`config.mk`:
```
export PLATFORM = sky130hd
export DESIGN_NAME = combi_isa_modectl_flat
export DESIGN_NICKNAME = d
export VERILOG_FILES = /design/src/rtl/combi_isa_modectl_if.sv /design/src/rtl/combi_isa_modectl.sv /design/src/flat_wrapper.sv
export SDC_FILE = /design/constraint.sdc
export NUM_CORES = 1
export LEC_CHECK = 0
export ABC_AREA = 0
export CAP_MARGIN = 30
export CORE_MARGIN = 1.5
export CORE_UTILIZATION = 51
export DETAILED_ROUTE_END_ITERATION = 8
export PLACE_DENSITY_LB_ADDON = 0.25
export SYNTH_ARGS = -nofsm -noshare
export SYNTH_HDL_FRONTEND = slang
export SYNTH_SLANG_ARGS = --single-unit
```
`constraint.sdc`:
```
create_clock -name clk -period 3.8 [get_ports clk]
set_input_delay 0.95 -clock clk [delete_from_list [all_inputs] [get_ports clk]]
set_output_delay 0.95 -clock clk [all_outputs]
set_load 0.05 [all_outputs]
```
`src/rtl/combi_isa_modectl_if.sv`:
```
// Handshake bundle between the combi decode stage / hazard unit and the ISA-mode controller.
//  master : decode stage + hazard unit (drives decode flags, force request, flush acknowledge)
//  slave  : combi_isa_modectl (drives current mode, flush/stall requests, illegal flag, switch count)
//  validD      per-ISA decode-legal flags       instrValidD  real instruction in decode slot
//  stallD      decode stalled                   forceValid   explicit mode change
//  forceIsa    target mode of forceValid        flushAck     F/D flushed, one-cycle pulse
//  isaD        current mode                     flushReq     request F/D flush
//  stallReq    hold fetch/decode                illegalD     no ISA decodes this instruction
//  switchCnt   committed-switch count (saturating)
interface combi_isa_modectl_if #(
  parameter int NUM_ISA = 2,
  parameter int ISA_W   = 1
);
  logic [NUM_ISA-1:0] validD;
  logic               instrValidD;
  logic               stallD;
  logic               forceValid;
  logic [ISA_W-1:0]   forceIsa;
  logic               flushAck;
  logic [ISA_W-1:0]   isaD;
  logic               flushReq;
  logic               stallReq;
  logic               illegalD;
  logic [7:0]         switchCnt;

  modport master (
    output validD, instrValidD, stallD, forceValid, forceIsa, flushAck,
    input  isaD, flushReq, stallReq, illegalD, switchCnt
  );

  modport slave (
    input  validD, instrValidD, stallD, forceValid, forceIsa, flushAck,
    output isaD, flushReq, stallReq, illegalD, switchCnt
  );
endinterface

```
`src/rtl/combi_isa_modectl.sv`:
```
// Registered ISA-mode controller for the combi decode stage.
// A foreign ISA must be the lowest legal decode for SWITCH_THR consecutive qualified cycles
// (or be requested through forceValid) before a switch starts. A switch raises flushReq and
// stallReq, waits for flushAck from the hazard unit, commits the new mode, then spends one
// SETTLE cycle with stallReq still high before normal decoding resumes.
// Ports:
//  clk      clock
//  reset_n  asynchronous active-low reset
//  bus      combi_isa_modectl_if slave modport (decode flags in, mode/flush/stall/illegal out)
module combi_isa_modectl #(
  parameter int NUM_ISA    = 2,
  parameter int ISA_W      = 1,
  parameter int RESET_ISA  = 0,
  parameter int CONF_W     = 2,
  parameter int SWITCH_THR = 2
) (
  input logic                 clk,
  input logic                 reset_n,
  combi_isa_modectl_if.slave  bus
);

  typedef enum logic [1:0] {
    RUN    = 2'd0,
    FLUSH  = 2'd1,
    SETTLE = 2'd2
  } state_t;

  localparam logic [ISA_W-1:0]  RESET_V   = ISA_W'(RESET_ISA);
  localparam logic [ISA_W:0]    NUM_ISA_V = (ISA_W + 1)'(NUM_ISA);
  localparam logic [CONF_W-1:0] THR_V     = CONF_W'(SWITCH_THR);
  localparam logic [CONF_W-1:0] CONF_ONE  = CONF_W'(1);
  localparam logic [CONF_W-1:0] CONF_MAX  = {CONF_W{1'b1}};

  state_t             state_r, state_s;
  logic [ISA_W-1:0]   isa_r, isa_s;
  logic [ISA_W-1:0]   tgt_r, tgt_s;
  logic [ISA_W-1:0]   cand_r, cand_s;
  logic [CONF_W-1:0]  conf_r, conf_s;
  logic               illegal_r, illegal_s;
  logic               flush_r, flush_s;
  logic               stall_r, stall_s;
  logic [7:0]         cnt_r, cnt_s;

  logic [ISA_W-1:0]   pick_s;
  logic [CONF_W-1:0]  conf_new_s;
  logic               cur_valid_s;
  logic               force_ok_s;
  logic               q_s;

  // Lowest-index ISA whose valid flag is set (0 when none are set).
  function automatic logic [ISA_W-1:0] lowest_valid(input logic [NUM_ISA-1:0] v);
    logic found;
    lowest_valid = {ISA_W{1'b0}};
    found        = 1'b0;
    for (int i = 0; i < NUM_ISA; i++) begin
      if (v[i] && !found) begin
        lowest_valid = ISA_W'(i);
        found        = 1'b1;
      end else begin
        found = found;
      end
    end
  endfunction

  // Next-state, datapath and registered-output next values.
  always_comb begin
    state_s   = state_r;
    isa_s     = isa_r;
    tgt_s     = tgt_r;
    cand_s    = cand_r;
    conf_s    = conf_r;
    illegal_s = 1'b0;
    cnt_s     = cnt_r;

    pick_s      = lowest_valid(bus.validD);
    // isa_r never exceeds NUM_ISA-1, so the index stays inside validD.
    cur_valid_s = ({1'b0, isa_r} < NUM_ISA_V) ? bus.validD[isa_r] : 1'b0;
    force_ok_s  = ({1'b0, bus.forceIsa} < NUM_ISA_V);
    q_s         = bus.instrValidD & ~bus.stallD & (state_r == RUN);

    // Same candidate keeps counting (saturating); a new candidate restarts at one.
    if (pick_s == cand_r) begin
      conf_new_s = (conf_r == CONF_MAX) ? conf_r : conf_r + CONF_ONE;
    end else begin
      conf_new_s = CONF_ONE;
    end

    case (state_r)
      RUN: begin
        // Force is evaluated before q so it also wins over stall and a q-switch.
        if (bus.forceValid) begin
          if (!force_ok_s) begin
            illegal_s = 1'b1;
          end else if (bus.forceIsa != isa_r) begin
            tgt_s   = bus.forceIsa;
            state_s = FLUSH;
          end else begin
            state_s = RUN;
          end
        end else if (q_s) begin
          if (cur_valid_s) begin
            conf_s = {CONF_W{1'b0}};
          end else if (|bus.validD) begin
            cand_s = pick_s;
            conf_s = conf_new_s;
            if (conf_new_s >= THR_V) begin
              tgt_s   = pick_s;
              state_s = FLUSH;
            end else begin
              state_s = RUN;
            end
          end else begin
            illegal_s = 1'b1;
            conf_s    = {CONF_W{1'b0}};
          end
        end else begin
          state_s = RUN;
        end
      end
      FLUSH: begin
        // A force during FLUSH retargets the switch; it also applies to a same-cycle ack.
        if (bus.forceValid && force_ok_s) begin
          tgt_s = bus.forceIsa;
        end else begin
          tgt_s = tgt_r;
        end
        if (bus.flushAck) begin
          isa_s   = tgt_s;
          conf_s  = {CONF_W{1'b0}};
          cnt_s   = (cnt_r == 8'd255) ? cnt_r : cnt_r + 8'd1;
          state_s = SETTLE;
        end else begin
          state_s = FLUSH;
        end
      end
      SETTLE: begin
        state_s = RUN;
      end
      default: begin
        state_s = RUN;
      end
    endcase

    // Handshake outputs follow the state being entered so they are registered yet on time.
    flush_s = (state_s == FLUSH);
    stall_s = (state_s != RUN);
  end

  // State and datapath registers.
  always_ff @(posedge clk or negedge reset_n) begin
    if (!reset_n) begin
      state_r   <= RUN;
      isa_r     <= RESET_V;
      tgt_r     <= RESET_V;
      cand_r    <= {ISA_W{1'b0}};
      conf_r    <= {CONF_W{1'b0}};
      illegal_r <= 1'b0;
      flush_r   <= 1'b0;
      stall_r   <= 1'b0;
      cnt_r     <= 8'd0;
    end else begin
      state_r   <= state_s;
      isa_r     <= isa_s;
      tgt_r     <= tgt_s;
      cand_r    <= cand_s;
      conf_r    <= conf_s;
      illegal_r <= illegal_s;
      flush_r   <= flush_s;
      stall_r   <= stall_s;
      cnt_r     <= cnt_s;
    end
  end

  assign bus.isaD      = isa_r;
  assign bus.flushReq  = flush_r;
  assign bus.stallReq  = stall_r;
  assign bus.illegalD  = illegal_r;
  assign bus.switchCnt = cnt_r;

endmodule

```
`src/flat_wrapper.sv`:
```
// flat-port wrapper written by rule: the top's interface ports become plain ports
module combi_isa_modectl_flat 
#(
  parameter int NUM_ISA    = 2,
  parameter int ISA_W      = 1,
  parameter int RESET_ISA  = 0,
  parameter int CONF_W     = 2,
  parameter int SWITCH_THR = 2
)
  (clk, reset_n, bus_validD, bus_instrValidD, bus_stallD, bus_forceValid, bus_forceIsa, bus_flushAck, bus_isaD, bus_flushReq, bus_stallReq, bus_illegalD, bus_switchCnt);
  combi_isa_modectl_if #(.NUM_ISA(NUM_ISA), .ISA_W(ISA_W)) bus_i ();
  input logic clk;
  input logic reset_n;
  input wire logic [$bits(bus_i.validD)-1:0] bus_validD;
  input wire logic [$bits(bus_i.instrValidD)-1:0] bus_instrValidD;
  input wire logic [$bits(bus_i.stallD)-1:0] bus_stallD;
  input wire logic [$bits(bus_i.forceValid)-1:0] bus_forceValid;
  input wire logic [$bits(bus_i.forceIsa)-1:0] bus_forceIsa;
  input wire logic [$bits(bus_i.flushAck)-1:0] bus_flushAck;
  output wire logic [$bits(bus_i.isaD)-1:0] bus_isaD;
  output wire logic [$bits(bus_i.flushReq)-1:0] bus_flushReq;
  output wire logic [$bits(bus_i.stallReq)-1:0] bus_stallReq;
  output wire logic [$bits(bus_i.illegalD)-1:0] bus_illegalD;
  output wire logic [$bits(bus_i.switchCnt)-1:0] bus_switchCnt;
  assign bus_i.validD = bus_validD;
  assign bus_i.instrValidD = bus_instrValidD;
  assign bus_i.stallD = bus_stallD;
  assign bus_i.forceValid = bus_forceValid;
  assign bus_i.forceIsa = bus_forceIsa;
  assign bus_i.flushAck = bus_flushAck;
  assign bus_isaD = bus_i.isaD;
  assign bus_flushReq = bus_i.flushReq;
  assign bus_stallReq = bus_i.stallReq;
  assign bus_illegalD = bus_i.illegalD;
  assign bus_switchCnt = bus_i.switchCnt;
  combi_isa_modectl #(.NUM_ISA(NUM_ISA), .ISA_W(ISA_W), .RESET_ISA(RESET_ISA), .CONF_W(CONF_W), .SWITCH_THR(SWITCH_THR)) u_core (.clk(clk), .reset_n(reset_n), .bus(bus_i));
endmodule
```
### M2 wires, run 1

Cells faint in the background.
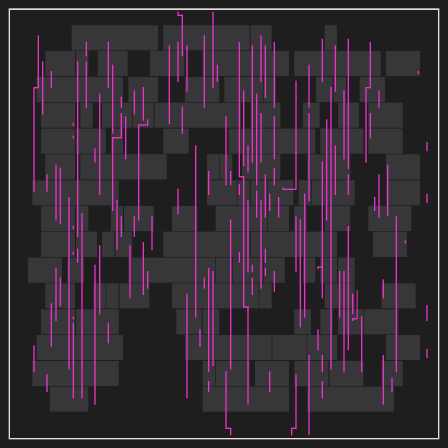
The layer holds 49% of the routed length. 105 nets have wire on it. The longest straight run is 29.6 um. The layer carries 768 um of wire. The wires run mostly vertical.
total wire length: 1576 um
routed vias: 656
met2 usage: 0.2886

### Cell density map, run 1

The die is cut into 9 by 9 equal tiles; white is low, dark blue is high, 0 to 100% covered.
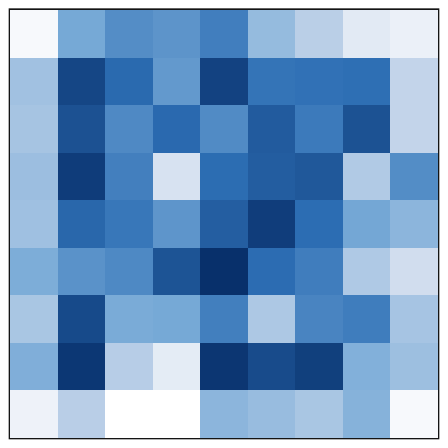
The mean over all tiles is 55%. The fullest tile reaches 100%. The densest ninth of the die: middle. 2.5% of the tiles are nearly empty. 28% of the tiles are over 75% full.
core area: 1689 um2
Starting Density: 0.5348

### M1 wires, run 1

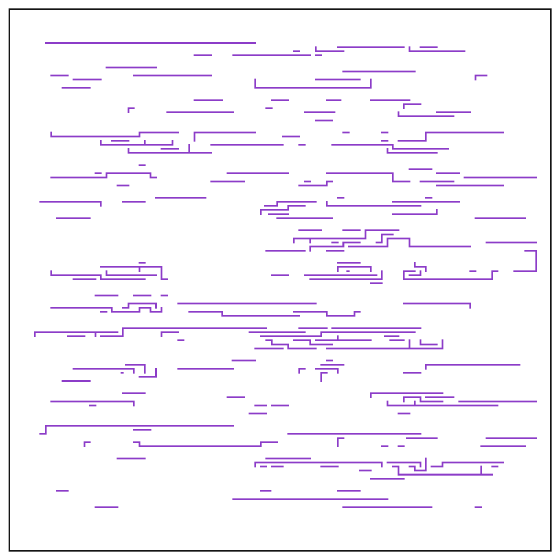
The wires run mostly horizontal. The longest straight run is 17.5 um. The layer carries 718 um of wire. 100 nets have wire on it. The layer holds 46% of the routed length.
met1 Use GR: 0.2266

### Placement view, run 1

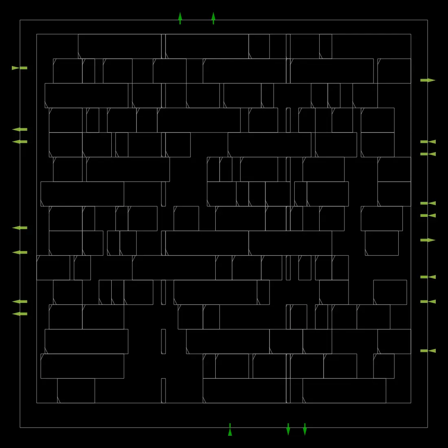
fin util: 0.6793
Seq area share: 0.3926
Rows: 15
Flop Count: 18
Fillers: 135

==> run summary, run 1 <==
input/output buffers: 20
IO Pins: 21
asr flop ratio synth: 1.000
data required time of the worst path: 2.85 ns
FF+latch area: 450.4 um2
CTS clk-pin slew, worst paths: 0.09 ns
DRC viols: 0
Post-synth area hogs: dfrtp_1 (50%), xor2_1 (4.8%), xnor2_1 (3.9%)
Synth warnings: 0
crit path kind: flop to output port
Finished Layout Cells: 124
vias in the first global route: 615
status: finished clean
CTS tree: done
Most common reg cell: dfrtp_1
Synth Cell Area: 903.4 um2
fin. max-slew vios: 0
Antenna Cells: 0
clock sinks: 18
crit-path max cell delay: 0.84 ns
Post-Syn Nets: 94
fin nets: 119
clock buffer count from CTS: 3
Placer Congestion: 0.8305
wire per inst: 12.71 um
share of layout cells above drive strength 1: 0.1215
global-route wire length before repair: 2559 um
Setup TNS: 0 ns
crit-path cells: clkdlybuf4s50_1
Slew headroom: 0.4683
-- run 1: cell usage in the layout (no fill, tap or decap), drive strengths merged, types with 2 or more instances in the layout --
master | Yosys | routed
nand3 | 3 | 3
clkbuf | 0 | 3
inv | 4 | 4
dfrtp | 18 | 18
nor2 | 7 | 7
o21ai | 6 | 6
nor2b | 2 | 2
a21oi | 2 | 2
clkdlybuf4s50 | 0 | 20
nand2b | 2 | 2
nand2 | 9 | 9
nor3b | 2 | 2
mux2 | 3 | 3
and4bb | 2 | 2
xor2 | 5 | 5
xnor2 | 4 | 4
-- run 1: power by group --
part / leakage (nW) / switching [mW] / internal, mW
combinational: 0.244 / 0.237 / 0.155
clock: 0.0138 / 0.0500 / 0.0367
sequential: 0.236 / 0.0601 / 0.252
-- run 1: area by class of cell --
cell class,count,share of cell area
multi-input combinational,62,0.3817
timing repair buffer,20,0.1745
inverter,4,0.01309
sequential,18,0.3926
clock buffer,3,0.01963
tap,17,0.01854
-- run 1: path summary, 6_finish.rpt --
path / start / endpoint / slack [ns] / depth (start not counted)
setup / recovery: u_core.bus.isaD / bus_isaD / 1.27 / 1
hold reg to reg: u_core.bus.switchCnt[6] / u_core.bus.switchCnt[6] / 0.50 / 1
min in group asynchronous: reset_n / u_core.tgt_r / 1.13 / 1
hold / removal: u_core.bus.switchCnt[6] / u_core.bus.switchCnt[6] / 0.50 / 1
setup reg to reg: u_core.state_r[1] / u_core.cand_r / 2.22 / 4
max in group asynchronous: reset_n / u_core.bus.switchCnt[1] / 2.18 / 1
-- run 1: through the flow --
stage | utilization | total power [mW] | cell area (um2)
detailed placement | 0.6659 | 0.7108 | 1125
global route | 0.6793 | 0.8433 | 1147
finish | 0.6793 | 0.7912 | 1147
floorplan | - | 0.5833 | 903.4
global placement | 0.6659 | 0.7037 | 1125
CTS | 0.6793 | 0.8032 | 1147
-- run 1: registers in the layout, indices dropped and copies added (netlist names) --
name                  count
u_core.tgt_r              1
u_core.bus.isaD           1
u_core.cand_r             1
u_core.bus.stallReq       1
u_core.bus.flushReq       1
u_core.conf_r             2
u_core.state_r            2
u_core.bus.illegalD       1
u_core.bus.switchCnt      8
-- run 1: routing by layer --
layer  up-vias  global-route usage  share of wire
li1        341                   -              -
met1       297              0.2266           0.45
met2        16              0.2886           0.49
met3         2             0.02400          0.049
met4         0             0.08824         0.0082
met5         -                   0              0
-- run 1: cells by family after synthesis --
group / count (synthesis) / share of synthesized area
simple gates: 34 / 0.2161
flops: 18 / 0.4986
compound gates: 15 / 0.1302
xor+xnor: 9 / 0.08725
buf+inv: 4 / 0.01662
mux: 3 / 0.03739
fa+ha+maj: 1 / 0.01385
### Sequential cells coloured by netlist name, run 1

Other sequential cells in the stronger grey, the rest of the logic in the fainter grey.
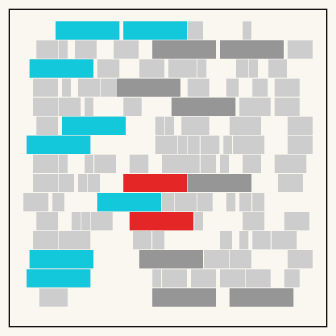

==> run 2: changes to the inputs <==
CORE_UTILIZATION = 43   (was 51)
clock period = 2.3 ns   (was 3.8 ns; I/O delays follow)
### Sequential cells coloured by netlist name, run 2

Other sequential cells in the stronger grey, the rest of the logic in the fainter grey.
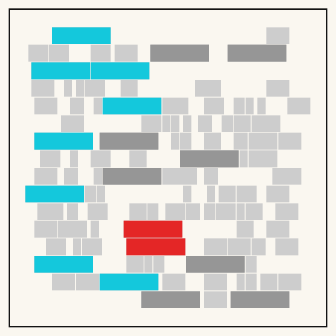
Red stands for `u_core.state_r`, placed flops 2. Cyan stands for `u_core.bus.switchCnt`, placed flops 8.
FF+latch area: 450.4 um2
fin util: 0.6027
sequential power: 521 uW
Seq area share: 0.3810

### Placement view, run 2

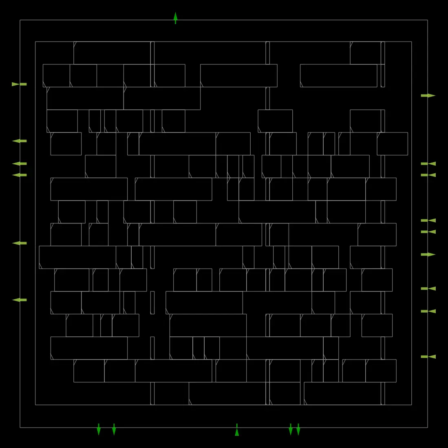
Rows: 16
core area: 1962 um2
Finished Layout Cells: 137
Fillers: 193
n_taps: 27

==> run 2 against run 1 <==
Via count rose by 5.2%. Clock-buffer cell count unchanged. Sequential share of layout area down 1.2 points. Worst setup slack got worse by 1.1 ns. Largest cell class unchanged. Sequential cell count is the same. Wire length grew 7.9%. Design area increased by 3.1%. Global-route usage down 1.6 points. Critical path type unchanged. Critical endpoint unchanged. Clock skew is 0.00095 ns lower.
==> run summary, run 2 <==
Most common reg cell: dfrtp_1
CTS tree: done
fin. max-slew vios: 0 (unchanged)
Post-Layout Inst Area: 1182 um2 (+3.1%)
Setup TNS: 0 ns (unchanged)
status: finished clean
total wire length: 1701 um (+7.9%)
crit-path max cell delay: 0.85 ns (about the same)
clock sinks: 18 (unchanged)
crit-path cells: clkdlybuf4s50_1
vias in the first global route: 697 (+13%)
share of layout cells above drive strength 1: 0.1455 (+0.02396)
crit path kind: flop to output port
Synth warnings: 0 (unchanged)
Placer Congestion: 0.7688 (-7.4%)
fin nets: 122 (+2.5%)
CTS clk-pin slew, worst paths: 0.09 ns (about the same)
Post-synth area hogs: dfrtp_1 (50%), xor2_1 (4.8%), xnor2_1 (3.9%)
global-route wire length before repair: 2918 um (+14%)
wire per inst: 12.42 um (-2.3%)
input/output buffers: 20 (unchanged)
Antenna Cells: 0 (unchanged)
Starting Density: 0.4605 (-0.07436)
Synth Cell Area: 903.4 um2 (unchanged)
run 2: netlist changes by cell type in the layout (fill, tap and decap cells not counted):
cell   previous run  this run
buf_4             0         3
run 2: logic make-up after synthesis:
group	synth area share
and+or+nand+nor	0.2161
DFF	0.4986
AOI/OAI and AO/OA	0.1302
xor gates and xnor gates	0.08725
buffers and inverters	0.01662
muxes	0.03739
adders and majority gates	0.01385
run 2: worst paths after layout:
kind | endpoint | from | depth (start not counted)
worst max-delay path | bus_isaD | u_core.bus.isaD | 1
worst min-delay path | u_core.bus.switchCnt[7] | u_core.bus.switchCnt[7] | 1
worst max register to register | u_core.tgt_r | u_core.bus.isaD | 4
worst min register to register | u_core.bus.switchCnt[7] | u_core.bus.switchCnt[7] | 1
max in group asynchronous | u_core.bus.illegalD | reset_n | 2
min in group asynchronous | u_core.bus.isaD | reset_n | 2
run 2: layer usage:
layer | wire, um | global-route usage | share of wire
met5 | 0 | 0 | 0
met3 | 68 | 0.02761 | 0.040
met4 | 14 | 0.08571 | 0.0082
met1 | 804 | 0.1932 | 0.47
met2 | 814 | 0.2694 | 0.48
run 2: cell type report:
| type | instances | area, um2 | share of cell area |
|---|---|---|---|
| repair buffers | 23 | 222.7 | 0.1884 |
| multi-input cells | 62 | 437.9 | 0.3704 |
| clock buffers | 3 | 22.52 | 0.01905 |
| flip-flops and latches | 18 | 450.4 | 0.3810 |
| well taps | 27 | 33.78 | 0.02857 |
| inverters | 4 | 15.01 | 0.01270 |
run 2: power breakdown:
part,internal (mW),switching [mW]
sequential,0.416,0.104
combinational,0.263,0.391
clock,0.0607,0.0878
total,0.740,0.583
run 2: through the flow:
step                worst slack, ns  total power [mW]  hold WS, ns
floorplan                    0.5203            0.9638       0.2794
global placement            0.09868             1.172       0.4892
detailed placement          0.08009             1.184       0.4894
CTS                          0.1048             1.343       0.5099
global route                0.06784             1.409       0.5412
finish                       0.1249             1.323       0.5036
Power figures rest on the tool's default switching activity, not on a simulated workload.
